<file path="src/rtl/ads1672_capture_sched.sv">
// ads1672_capture_sched: ADC measure scheduler with data timeout, 2^n block averaging and a valid/ready result stream.
// Optional m_seq result tag when ADS_SCHED_SEQ_TAG_EN is defined.
module ads1672_capture_sched #(
  parameter int DATA_WIDTH     = 24,
  parameter int PERIOD_WIDTH   = 24,
  parameter int TIMEOUT_CYCLES = 4096,
  parameter int AVG_LOG2_MAX   = 4
) (
  input  logic                    clk,
  input  logic                    rst,
  input  logic                    enable,
  input  logic [PERIOD_WIDTH-1:0] period,
  input  logic [2:0]              avg_log2,
  output logic                    adc_measure,
  input  logic                    adc_valid,
  input  logic [DATA_WIDTH-1:0]   adc_data,
  output logic                    m_valid,
  input  logic                    m_ready,
  output logic [DATA_WIDTH-1:0]   m_data,
  output logic                    busy,
  output logic                    timeout_err,
  output logic [15:0]             overrun_cnt
`ifdef ADS_SCHED_SEQ_TAG_EN
  ,
  output logic [7:0]              m_seq
`endif
);
  localparam int AW = DATA_WIDTH + AVG_LOG2_MAX;
  localparam int CW = AVG_LOG2_MAX + 1;
  localparam int TW = $clog2(TIMEOUT_CYCLES + 1);
  typedef enum logic [1:0] {IDLE, ARM, WAIT_DATA, EMIT} state_t;
  state_t                   state_q;
  logic [PERIOD_WIDTH-1:0]  per_q, reload;
  logic signed [AW-1:0]     acc_q, acc_d;
  logic [CW-1:0]            cnt_q, cnt_d;
  logic [2:0]               n_q, n_clamp;
  logic [TW-1:0]            tmo_q;
  logic                     tick, tmo_hit, last;
  assign reload  = (period < PERIOD_WIDTH'(2)) ? PERIOD_WIDTH'(1) : period - PERIOD_WIDTH'(1);
  assign tick    = enable && per_q == '0;
  assign n_clamp = (avg_log2 > 3'(AVG_LOG2_MAX)) ? 3'(AVG_LOG2_MAX) : avg_log2;
  assign acc_d   = acc_q + {{AVG_LOG2_MAX{adc_data[DATA_WIDTH-1]}}, adc_data};
  assign cnt_d   = cnt_q + CW'(1);
  assign last    = cnt_d == (CW'(1) << n_q);
  assign tmo_hit = tmo_q == TW'(TIMEOUT_CYCLES - 1);
  assign busy    = state_q != IDLE;
  always_ff @(posedge clk) begin
    if (rst) begin
      state_q     <= IDLE;
      per_q       <= reload;
      acc_q       <= '0;
      cnt_q       <= '0;
      n_q         <= '0;
      tmo_q       <= '0;
      adc_measure <= 1'b0;
      m_valid     <= 1'b0;
      m_data      <= '0;
      timeout_err <= 1'b0;
      overrun_cnt <= '0;
`ifdef ADS_SCHED_SEQ_TAG_EN
      m_seq       <= '0;
`endif
    end else begin
      per_q       <= (!enable || per_q == '0) ? reload : per_q - PERIOD_WIDTH'(1);
      adc_measure <= 1'b0;
      if (tick && state_q != IDLE && overrun_cnt != 16'hFFFF) overrun_cnt <= overrun_cnt + 16'd1;
      if (m_valid && m_ready) m_valid <= 1'b0;
      case (state_q)
        IDLE: begin
          if (!enable) begin
            acc_q <= '0;
            cnt_q <= '0;
          end
          if (cnt_q == '0) n_q <= n_clamp;
          if (tick) begin
            state_q     <= ARM;
            adc_measure <= 1'b1;
          end
        end
        ARM: begin
          state_q <= WAIT_DATA;
          tmo_q   <= '0;
        end
        WAIT_DATA: begin
          // a sample landing on the final timeout cycle still counts
          if (adc_valid) begin
            acc_q   <= acc_d;
            cnt_q   <= cnt_d;
            state_q <= last ? EMIT : IDLE;
          end else if (tmo_hit) begin
            timeout_err <= 1'b1;
            acc_q       <= '0;
            cnt_q       <= '0;
            state_q     <= IDLE;
          end else begin
            tmo_q <= tmo_q + TW'(1);
          end
        end
        default: begin
          if (!m_valid || m_ready) begin
            m_data  <= DATA_WIDTH'(acc_q >>> n_q);
            m_valid <= 1'b1;
            acc_q   <= '0;
            cnt_q   <= '0;
            state_q <= IDLE;
`ifdef ADS_SCHED_SEQ_TAG_EN
            m_seq   <= m_seq + 8'd1;
`endif
          end
        end
      endcase
    end
  end
endmodule

</file>
<file path="config.mk">
export PLATFORM = sky130hd
export DESIGN_NAME = ads1672_capture_sched
export DESIGN_NICKNAME = d
export VERILOG_FILES = /design/src/rtl/ads1672_capture_sched.sv
export SDC_FILE = /design/constraint.sdc
export NUM_CORES = 1
export LEC_CHECK = 0
export CORE_MARGIN = 4
export CORE_UTILIZATION = 60
export DETAILED_ROUTE_END_ITERATION = 6
export GPL_ROUTABILITY_DRIVEN = 0
export PLACE_DENSITY = 0.85
export SYNTH_ARGS = -nofsm -noshare
export SYNTH_HDL_FRONTEND = slang
export SYNTH_SLANG_ARGS = --single-unit
</file>
<file path="constraint.sdc">
create_clock -name clk -period 4.55 [get_ports clk]
set_clock_uncertainty 0.1 [all_clocks]
set_input_delay 0.6825 -clock clk [delete_from_list [all_inputs] [get_ports clk]]
set_output_delay 0.6825 -clock clk [all_outputs]
set_load 0.02 [all_outputs]
</file>
==> reports/qor.txt <==
status: complete, but fails checks
violated checks: DRC
yosys stat area: 7320 um2
dpl ws: 527.0 ps
critical path's top delay family: AND-OR/OR-AND gates
Worst setup SP type: primary input
Crit. Startpoint: adc_data[0]
multi-input combinational area share: 0.5238
Non-clk invs: 19
NonClk Buf Share: 0.1149
Clock Sinks: 118
internal power: 0.002152 W
R2R Path Start: acc_q[0]
CP peak stage delay: 470 ps
share of layout cells above drive strength 1: 0.05594
Clock Buffer Count: 19
Rows: 40
MI comb cells: 726
Layout Cells excl Fill: 1148
Synth Flop Type: dfxtp_1
DRC viols: 1
Peak supply drop: 0.0002305 V
# hold bufs at CTS: 0
Post-Synthesis Cells: 904
==> images/floorplan.png <==
The bar under the picture is 20 um long. Pins as bars on the die edge.
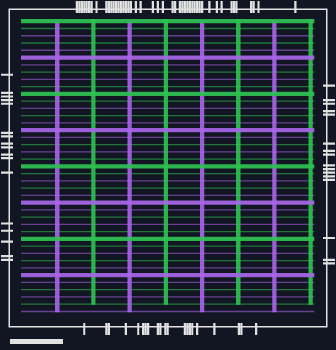
- green: VDD
- purple: VSS
- met4 straps: 8
- met5 straps: 8
- signal pins: 100
- met1 rails: 41
- rows: 40

==> images/class_map.png <==
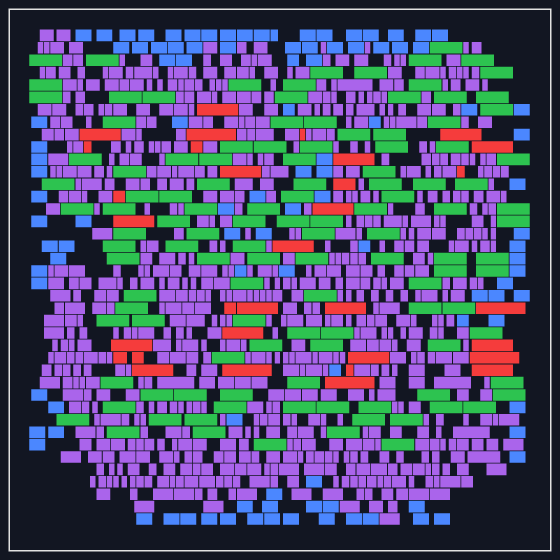
- purple: remaining logic cells (cells 745; share of their area 54%)
- green: registers (cells 118; share of their area 27%)
- red: clock drivers and dummy loads (cells 32; share of their area 7.3%)
- blue: remaining buffers and delay cells (cells 106; share of their area 12%)

Power figures rest on the tool's default switching activity, not on a simulated workload.
